Fig. 1: run 1, the clock network
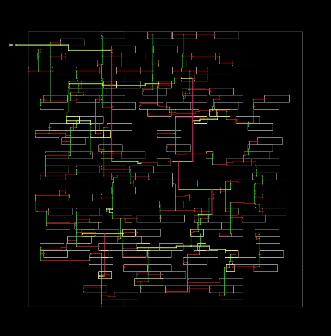
Fig. 2: run 1, cell sizes after repair
The bar under the picture is 20 µm long.
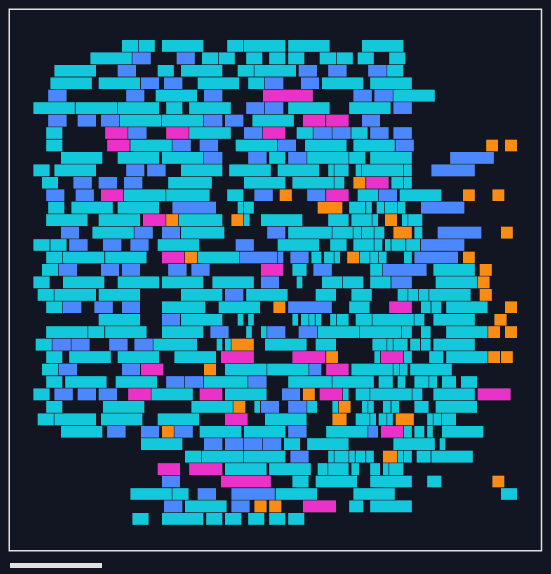
Fig. 3: run 1, metal layers overlaid
The bar under the picture is 20 µm long.
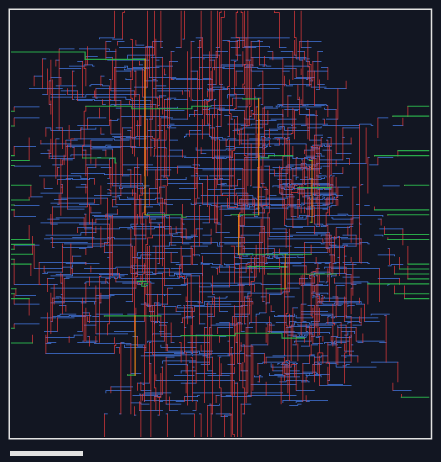
Fig. 4: run 1, sequential cells coloured by netlist name
The bar under the picture is 20 µm long. Other sequential cells in the stronger grey, the rest of the logic in the fainter grey.
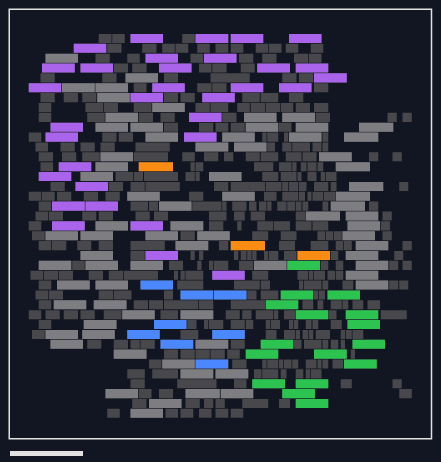
===== config.mk =====
export PLATFORM = sky130hd
export DESIGN_NAME = hc595_scan_ctrl
export DESIGN_NICKNAME = d
export VERILOG_FILES = /design/src/rtl/hc595_scan_ctrl.sv
export SDC_FILE = /design/constraint.sdc
export NUM_CORES = 1
export LEC_CHECK = 0
export CORE_AREA = 5 5 111 113
export CTS_BUF_LIST = sky130_fd_sc_hd__clkbuf_8
export CTS_CLUSTER_DIAMETER = 50
export DETAILED_ROUTE_END_ITERATION = 16
export DIE_AREA = 0 0 116 118
export PLACE_DENSITY_LB_ADDON = 0.3
export SYNTH_ARGS = -nofsm -noshare
export SYNTH_HDL_FRONTEND = slang
export SYNTH_SLANG_ARGS = --single-unit

===== constraint.sdc =====
create_clock -name clk -period 2.6 [get_ports clk]
set_clock_uncertainty 0.1 [all_clocks]
set_input_delay 0.52 -clock clk [delete_from_list [all_inputs] [get_ports clk]]
set_output_delay 0.52 -clock clk [all_outputs]
set_load 0.1 [all_outputs]

===== src/rtl/hc595_scan_ctrl.sv =====
// rtl/hc595_scan_ctrl.sv - 8-digit seven-segment scan controller with double-buffered frame
//
// Steps a one-hot digit select at a fixed dwell rate and presents the decoded
// segment pattern of the active digit to the dual-74HC595 serial driver.
// New frames are staged through a valid/ready handshake and committed only at
// frame boundaries (end of digit 7 dwell), so a partial frame is never shown.
//
// Ports:
//   clk          system clock
//   reset_n      asynchronous active-low reset
//   disp_data    8 hex nibbles, digit i = disp_data[4i+3:4i]
//   disp_dp      decimal point per digit, 1 = lit
//   disp_en      digit enable, 0 = blank digit
//   load_valid   staging request for disp_data/disp_dp/disp_en
//   load_ready   staging buffer empty; transfer when load_valid && load_ready
//   display_on   global enable, 0 forces outputs dark
//   sel          one-hot digit select, active-high
//   seg          segment code, active-low, seg[7] = dp, seg[6:0] = g..a
//   frame_done   one-cycle pulse at each frame boundary
module hc595_scan_ctrl #(
    parameter int CLOCK_FREQ = 50_000_000,
    parameter int SCAN_FREQ  = 1_000,
    parameter int MCNT_SCAN  = CLOCK_FREQ / SCAN_FREQ - 1
) (
    input  logic        clk,
    input  logic        reset_n,
    input  logic [31:0] disp_data,
    input  logic [7:0]  disp_dp,
    input  logic [7:0]  disp_en,
    input  logic        load_valid,
    output logic        load_ready,
    input  logic        display_on,
    output logic [7:0]  sel,
    output logic [7:0]  seg,
    output logic        frame_done
);

    localparam int CW = (MCNT_SCAN > 0) ? $clog2(MCNT_SCAN + 1) : 1;
    localparam logic [CW-1:0] MCNT_W = CW'(MCNT_SCAN);

    typedef enum logic {
        EMPTY = 1'b0,
        PEND  = 1'b1
    } stage_state_t;

    stage_state_t state_q;
    stage_state_t state_d;

    logic [CW-1:0] cnt_q;
    logic [2:0]    idx_q;
    logic          tick;
    logic          boundary;
    logic          capture;
    logic          commit;

    logic [31:0]   stg_data;
    logic [7:0]    stg_dp;
    logic [7:0]    stg_en;
    logic [31:0]   act_data;
    logic [7:0]    act_dp;
    logic [7:0]    act_en;

    logic [3:0]    cur_nibble;
    logic          cur_en;
    logic          cur_dp;

    // Active-low {g..a} pattern for one hex nibble.
    function automatic logic [6:0] decode_hex(input logic [3:0] n);
        logic [6:0] s;
        case (n)
            4'h0: s = 7'h40;
            4'h1: s = 7'h79;
            4'h2: s = 7'h24;
            4'h3: s = 7'h30;
            4'h4: s = 7'h19;
            4'h5: s = 7'h12;
            4'h6: s = 7'h02;
            4'h7: s = 7'h78;
            4'h8: s = 7'h00;
            4'h9: s = 7'h10;
            4'hA: s = 7'h08;
            4'hB: s = 7'h03;
            4'hC: s = 7'h46;
            4'hD: s = 7'h21;
            4'hE: s = 7'h06;
            default: s = 7'h0E;
        endcase
        return s;
    endfunction

    assign tick     = (cnt_q == MCNT_W);
    assign boundary = tick && (idx_q == 3'd7);

    // Dwell counter and digit index keep running regardless of display_on.
    always_ff @(posedge clk or negedge reset_n) begin
        if (!reset_n) begin
            cnt_q <= '0;
            idx_q <= 3'd0;
        end else if (tick) begin
            cnt_q <= '0;
            idx_q <= idx_q + 3'd1;
        end else begin
            cnt_q <= cnt_q + CW'(1);
        end
    end

    always_ff @(posedge clk or negedge reset_n) begin
        if (!reset_n) begin
            state_q <= EMPTY;
        end else begin
            state_q <= state_d;
        end
    end

    always_comb begin
        state_d    = state_q;
        capture    = 1'b0;
        commit     = 1'b0;
        frame_done = boundary;
        case (state_q)
            EMPTY: begin
                if (load_valid) begin
                    capture = 1'b1;
                    state_d = PEND;
                end
            end
            PEND: begin
                if (boundary) begin
                    commit  = 1'b1;
                    state_d = EMPTY;
                end
            end
            default: state_d = EMPTY;
        endcase
    end

    assign load_ready = (state_q == EMPTY);

    always_ff @(posedge clk or negedge reset_n) begin
        if (!reset_n) begin
            stg_data <= '0;
            stg_dp   <= '0;
            stg_en   <= '0;
        end else if (capture) begin
            stg_data <= disp_data;
            stg_dp   <= disp_dp;
            stg_en   <= disp_en;
        end
    end

    // The index wraps to 0 on the same edge as the commit, so the new frame
    // starts cleanly on digit 0.
    always_ff @(posedge clk or negedge reset_n) begin
        if (!reset_n) begin
            act_data <= '0;
            act_dp   <= '0;
            act_en   <= '0;
        end else if (commit) begin
            act_data <= stg_data;
            act_dp   <= stg_dp;
            act_en   <= stg_en;
        end
    end

    assign cur_nibble = act_data[{idx_q, 2'b00} +: 4];
    assign cur_en     = act_en[idx_q];
    assign cur_dp     = act_dp[idx_q];

    // Blanked digits still get their sel slot so every digit dwells equally.
    always_ff @(posedge clk or negedge reset_n) begin
        if (!reset_n) begin
            sel <= 8'h00;
            seg <= 8'hFF;
        end else if (display_on) begin
            sel <= 8'h01 << idx_q;
            seg <= {~(cur_dp & cur_en), cur_en ? decode_hex(cur_nibble) : 7'h7F};
        end else begin
            sel <= 8'h00;
            seg <= 8'hFF;
        end
    end

endmodule


==> summary.txt, run 1 <==
run results: outcome=complete, no violations, part of the cycle the worst path needs=96.59%, registers=132, Post-CTS Setup Inserts=0, Slew Limit Headroom=56.35%, Fin Setup TNS=0 ps, startpoint types=flop, hpwl dp=7460 µm, Seq share, synth=58.16%, TritonCTS Buffers=17, Syn-to-layout area delta=23.02%, Net Count, Synth=458, Largest logic family=multiplexers, Leakage=3.271 nW, Die Size=13,690 µm², I/O pin cnt=70, non-clock inverter count=9, Max IR drop VDD=0.0003157 V, Pwr Density=595.6 nW/µm², Largest area class, layout=flip-flops and latches, Yosys top cell by area=dfrtp_1, residual DRC count=0, via count=3,348, final setup fails=0, Tapcell Cnt=143, Adder Area Share=2.855%, fmax=398.2 MHz, Port Buffers=69, GR Util All Layers=16.54%, GRT overflow=0, worst-path fanout max=9, vias per cell=5.297, Yosys chip area=5697 µm², register area=3316 µm², Clock Tree Root=clkbuf_8, aoi share=2.130%, gp weighted congestion=0.8642, Reg clk slew, reported paths=70 ps, H-tree levels=4, WHS=391.5 ps, Max clock buf depth=2, worst min path class=reg -> reg, Top cells by area=dfrtp_1, mux2_2, mux4_1, most frequent logic cell in the layout=dfrtp_1, number of inserted diodes=0, Max Cap Viol=0, Ys Warns=0, fin nets=541, Die Width=116 µm, buffer share of cell area=11.50%, Seq/total area=47.31%, CP required=1980 ps, Rows=39, cts hold-fix bufs=1, initial antenna violation count=0, Gate Area=2248 µm², Hold Violations, Final=0, Syn Area/Cell=14.50 µm², Netlist Area Pre-Place=5697 µm², DR pass1 iterations=4, worst slew pin tran=653.3 ps, Synth mux share=25.43%, Synth Instances=393, Post-DRT Antenna Nets=0, post-cts resize count=1, clk cell area share=6.070%, Seq cells post-synth=132, largest net degree at the start of global routing=61, Hold Path End=cnt_q[0]$_DFF_PN0_, Routed WL=10,450 µm, Critical Path AT=1890 ps, Log Warnings=35, yosys xor share=2.306%, share of cells above drive strength 1=37.01%, R2R Setup Slk=290 ps, Register-to-Register Path Depth=9, max-slew violations=0, r2r endpoint=seg[6]$_DFF_PN1_, Comb area share=32.08%, Core ar.=11,220 µm², CTS tree=built, number of global-route vias before repair=3,568, CP endpoint kind=output port, hold path startpoint=cnt_q[0]$_DFF_PN0_, RR Startpoint=idx_q[0]$_DFFE_PN0N_, Die Y-Extent=118 µm, yosys cell count=393, mean routed wirelength per cell=16.53 µm, RSZ-0062 raised after global routing=false, CP endpoint=frame_done, nonclk buf count=82, CTS sink count=132, DRT iter0 DRCs=113, hold depth=1, Simple-Gate Area Share=6.545%, fp util=50.76%, Setup CP Type=reg -> out, library cells used by synthesis=42, Top cells excl fill/tap=dfrtp_1, mux2_2, clkdlybuf4s50_1, Comb gates=234, Area leader share=54.47%, global-route wire length before repair=17,870 µm, worst setup path start=idx_q[0]$_DFFE_PN0N_, fillers=866, Final min period=2511 ps
## Picture notes: Fig. 1
clk latency late pin: 430 ps
clock buffer count: 22

## Picture notes: Fig. 2
| colour | size | cells | most used |
|---|---|---|---|
| orange | _3 and _4 cells | 38 | buf_4 |
| magenta | _6 and larger | 29 | clkbuf_8 |
| blue | _2 cells | 114 | mux2_2 |
| cyan | _0 and _1 cells | 308 | dfrtp_1 |

## Picture notes: Fig. 3
| colour | layer | wire length |
|---|---|---|
| blue | metal 1 | 4,700 µm |
| red | metal 2 | 5,160 µm |
| green | metal 3 | 464 µm |
| orange | metal 4 | 129 µm |

## Picture notes: Fig. 4
| colour | netlist name | flops |
|---|---|---|
| blue | act_en | 8 |
| orange | idx_q | 3 |
| purple | stg_data | 32 |
| green | cnt_q | 16 |
not coloured: 73

## run 1: registers in the layout, indices dropped and copies added (netlist names)
register	count
act_dp	8
state_q	1
stg_dp	8
act_en	8
stg_en	8
act_data	32
cnt_q	16
seg	8
stg_data	32
sel	8
idx_q	3
## run 1: through the flow
| step | area [µm²] | std cells | setup WS, ps | power [mW] | util (%) |
|---|---|---|---|---|---|
| after floorplan | 5697 | 393 | 153.1 | 2.289 | - |
| after global placement | 6568 | 599 | 381.1 | 2.439 | 58.52 |
| after detailed placement | 6568 | 599 | 249.4 | 2.449 | 58.52 |
| after CTS | 7004 | 632 | 45.41 | 4.218 | 62.41 |
| after global routing | 7008 | 632 | 5.943 | 4.348 | 62.44 |
| final | 7008 | 632 | 88.65 | 4.174 | 62.44 |
## run 1: report_power, final
part           switching, mW  internal [mW]
combinational         0.0785          0.138
clock                  0.786          0.982
sequential            0.0483           2.14
total                  0.913           3.26
## run 1: synth_stat cells, drive strengths merged
library cell,n
a211oi,2
a21boi,1
a21oi,3
a22o,1
and2,7
and3,8
and4,1
buf,17
clkbuf,1
dfrtp,124
dfstp,8
ha,13
inv,9
mux2,100
mux2i,6
mux4,10
nand2,13
nand2b,1
nand3,10
nand4,2
nor2,16
nor2b,4
nor3,7
nor4b,1
o211ai,2
o21ai,3
o221ai,3
o22ai,1
o31ai,1
or2,2
or3,1
xnor2,4
xor2,11
## run 1: routing by layer
metal	track usage (%)	vias up	wire length [µm]
li1	-	1569	-
met1	22.61	1697	4696
met2	25.40	69	5157
met3	4.781	13	464
met4	5.439	0	128
met5	0	-	0
## run 1: critical path: stages (launching register included)
cell and delay (ps):
dfrtp_2 460, buf_4 200, ha_1 220, ha_1 220, and2_1 190, buf_12 170
Fig. 5: run 1, wires at chosen ports, followed through buffers
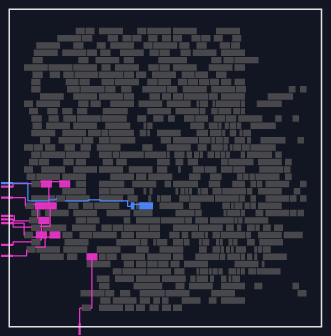

--- run 2 (diff from run 1) ---
- GPL_TIMING_DRIVEN: default -> 0
Fig. 6: run 2, wires at chosen ports, followed through buffers
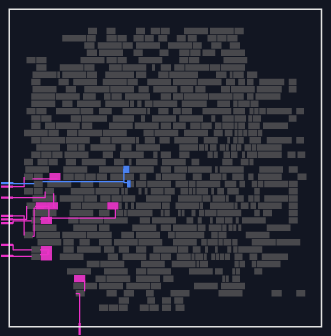
| colour | port | bits | direction | edge | end cells | buffers | wire |
|---|---|---|---|---|---|---|---|
| blue | load_valid | 1 | input | west | 2 | 1 | 45.9 µm |
| magenta | disp_dp | 8 | input | 7 west, 1 south | 8 | 8 | 171 µm |

Fig. 7: run 2, sequential cells coloured by netlist name
The bar under the picture is 20 µm long. Other sequential cells in the stronger grey, the rest of the logic in the fainter grey.
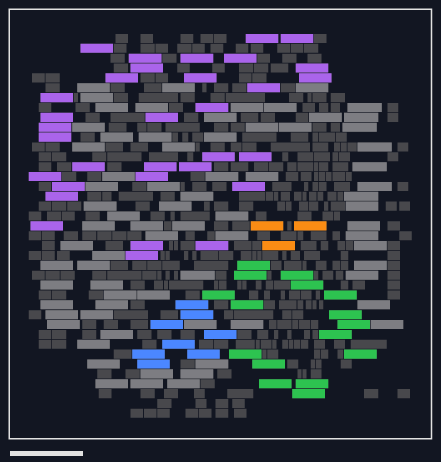
| colour | netlist name | flops |
|---|---|---|
| orange | idx_q | 3 |
| purple | stg_data | 32 |
| blue | act_en | 8 |
| green | cnt_q | 16 |
not coloured: 73

==> summary.txt, run 2 <==
run results: Post-synth top flop=dfrtp_1, Pwr Density=600.3 nW/µm², EDFF count, synth=0, DR pass1 iterations=4, library cells used by synthesis=42, fmax=393.6 MHz, I/O pin cnt=70, Hold Path End=act_data[21]$_DFFE_PN0P_, H-tree levels=4, Fin Setup TNS=0 ps, met3 wire len=448 µm, Top cells excl fill/tap=dfrtp_1, mux2_2, clkdlybuf4s50_1, Clock group=1.88 mW, biggest regs=act_data x32, stg_data x32, cnt_q x16, Tot Pwr=4.277 mW, outcome=complete, no violations, TritonCTS Buffers=17, Syn-to-layout area delta=25.06%, Port Buffers=69, Final min period=2541 ps, most frequent logic cell in the layout=dfrtp_1, Inst Count DP=606, largest net degree at the start of global routing=75, Seq cells post-synth=132, CP max stage delay=400 ps, CP endpoint kind=output port, Max IR drop VDD=0.0003667 V, Synth Instances=393, worst min path class=reg -> reg, Max clock buf depth=2, hold path startpoint=act_data[21]$_DFFE_PN0P_, WHS=399.8 ps, Sw Ratio=21.20%, hpwl dp=7432 µm, Crit path buffers/inverters=2, sequential power=2.18 mW, max-slew violations=0, Slew Limit Headroom=35.26%, P_comb=215 µW, Reg clk slew, reported paths=70 ps, Die Size=13,690 µm², dpl cell area=6595 µm², fin worst setup slack=59.38 ps, Routed WL=10,560 µm, Die Width=116 µm, Routed met2 length=5340 µm, fp util=50.76%, Met1 Wirelength=4559 µm, Register-to-Register Path Depth=9, part of the cycle the worst path needs=97.72%, Comb power frac=5.0%, CP required=1980 ps, Net Sw Power=906.9 µW, Net Count, Synth=458, Clock Power Share=43.9%, hold depth=1, Critical Path AT=1920 ps, GR Util All Layers=16.68%, final setup fails=0, RR Startpoint=idx_q[0]$_DFFE_PN0N_, Post-synth top cells=dfrtp_1, mux2_2, nor2_1, ha_1, nand2_1, number of inserted diodes=0, fin nets=555, Netlist Area Pre-Place=5697 µm², startpoint types=flop, yosys cell count=393, worst-path fanout max=6, slowest CP cell=dfrtp_1, Die Y-Extent=118 µm, Seq share, synth=58.16%, global-route wire length before repair=17,930 µm, gp weighted congestion=0.7778, Post-DRT Antenna Nets=0, initial antenna violation count=0, final core utilization=63.48%, CTS sink count=132, Area leader share=54.47%, Leakage=3.297 nW, mean routed wirelength per cell=16.37 µm, fillers=884, via count=3,454, Max Cap Viol=0, Final Instance Count excl. Fillers=645, Setup CP Type=reg -> out, Ys Warns=0, DRT iter0 DRCs=124, CTS tree=built, Rows=39, top-count cell post-synth=dfrtp_1, Top cells by area=dfrtp_1, mux2_2, mux4_1, R2R Setup Slk=90 ps, share of cells above drive strength 1=33.86%, Clock Tree Root=clkbuf_8, Yosys top cell by area=dfrtp_1, post-route design area=7124 µm², vias per cell=5.355, Sequential Power Share=51.1%, Syn Area/Cell=14.50 µm², cell-internal power=3.370 mW, Hold Violations, Final=0, clk latency late pin=430 ps, GRT overflow=0, r2r endpoint=seg[3]$_DFF_PN1_
==> run 2: cell counts after synthesis <==
Identical to the previous run, type by type.
==> run 2: worst max path at each step <==
stage | endpoint | start | depth (start not counted)
detailed placement | frame_done | cnt_q[0]$_DFF_PN0_ | 6
global placement | stg_data[4]$_DFFE_PN0P_ | reset_n | 1
CTS | frame_done | cnt_q[0]$_DFF_PN0_ | 6
global route | frame_done | cnt_q[0]$_DFF_PN0_ | 6
finish | frame_done | cnt_q[0]$_DFF_PN0_ | 6
floorplan | frame_done | cnt_q[0]$_DFF_PN0_ | 5
==> run 2: worst reg2reg max path: stages (launching register included) <==
cell and delay, ps:
dfrtp_1 380, buf_6 130, buf_12 140, mux4_1 610, mux2i_4 260, buf_4 170
ha_1 230, nor3_1 200, a211oi_1 70, o21ai_0 170
==> run 2: layer usage <==
metal  global-route usage (%)  vias up
li1                         -     1589
met1                    22.40     1771
met2                    26.22       77
met3                    4.730       17
met4                    5.294        0
met5                        0        -
==> run 2: final cells by class <==
type	count	area, µm²	area share [%]
inverter	9	33.78	0.4742
clock inverter	12	178.9	2.511
multi-input combinational	234	2262	31.75
clock buffer	19	261.5	3.671
timing repair buffer	78	780.7	10.96
buffer	18	115.1	1.616
tap	143	178.9	2.511
sequential	132	3313	46.51
==> run 2: logic make-up (layout without fill, tap and decap cells) <==
group	count (synthesis)	after routing	synth area share (%)
AOI/OAI and AO/OA	17	17	2.130
xor gates and xnor gates	15	15	2.306
adders and majority gates	13	13	2.855
buffers and inverters	27	136	2.570
DFF	132	132	58.16
muxes	116	116	25.43
and+or+nand+nor	73	73	6.545
==> run 2: repair_timing <==
item | CTS | global route
setup endpoints to repair | 17 | 6
setup buffers | 0 | 7
hold buffers | 1 | 0
hold endpoints to repair | 57 | 0
resized | 21 | 6
cloned | 0 | 0
No activity file was given, so power comes from the tool's default toggle rates.
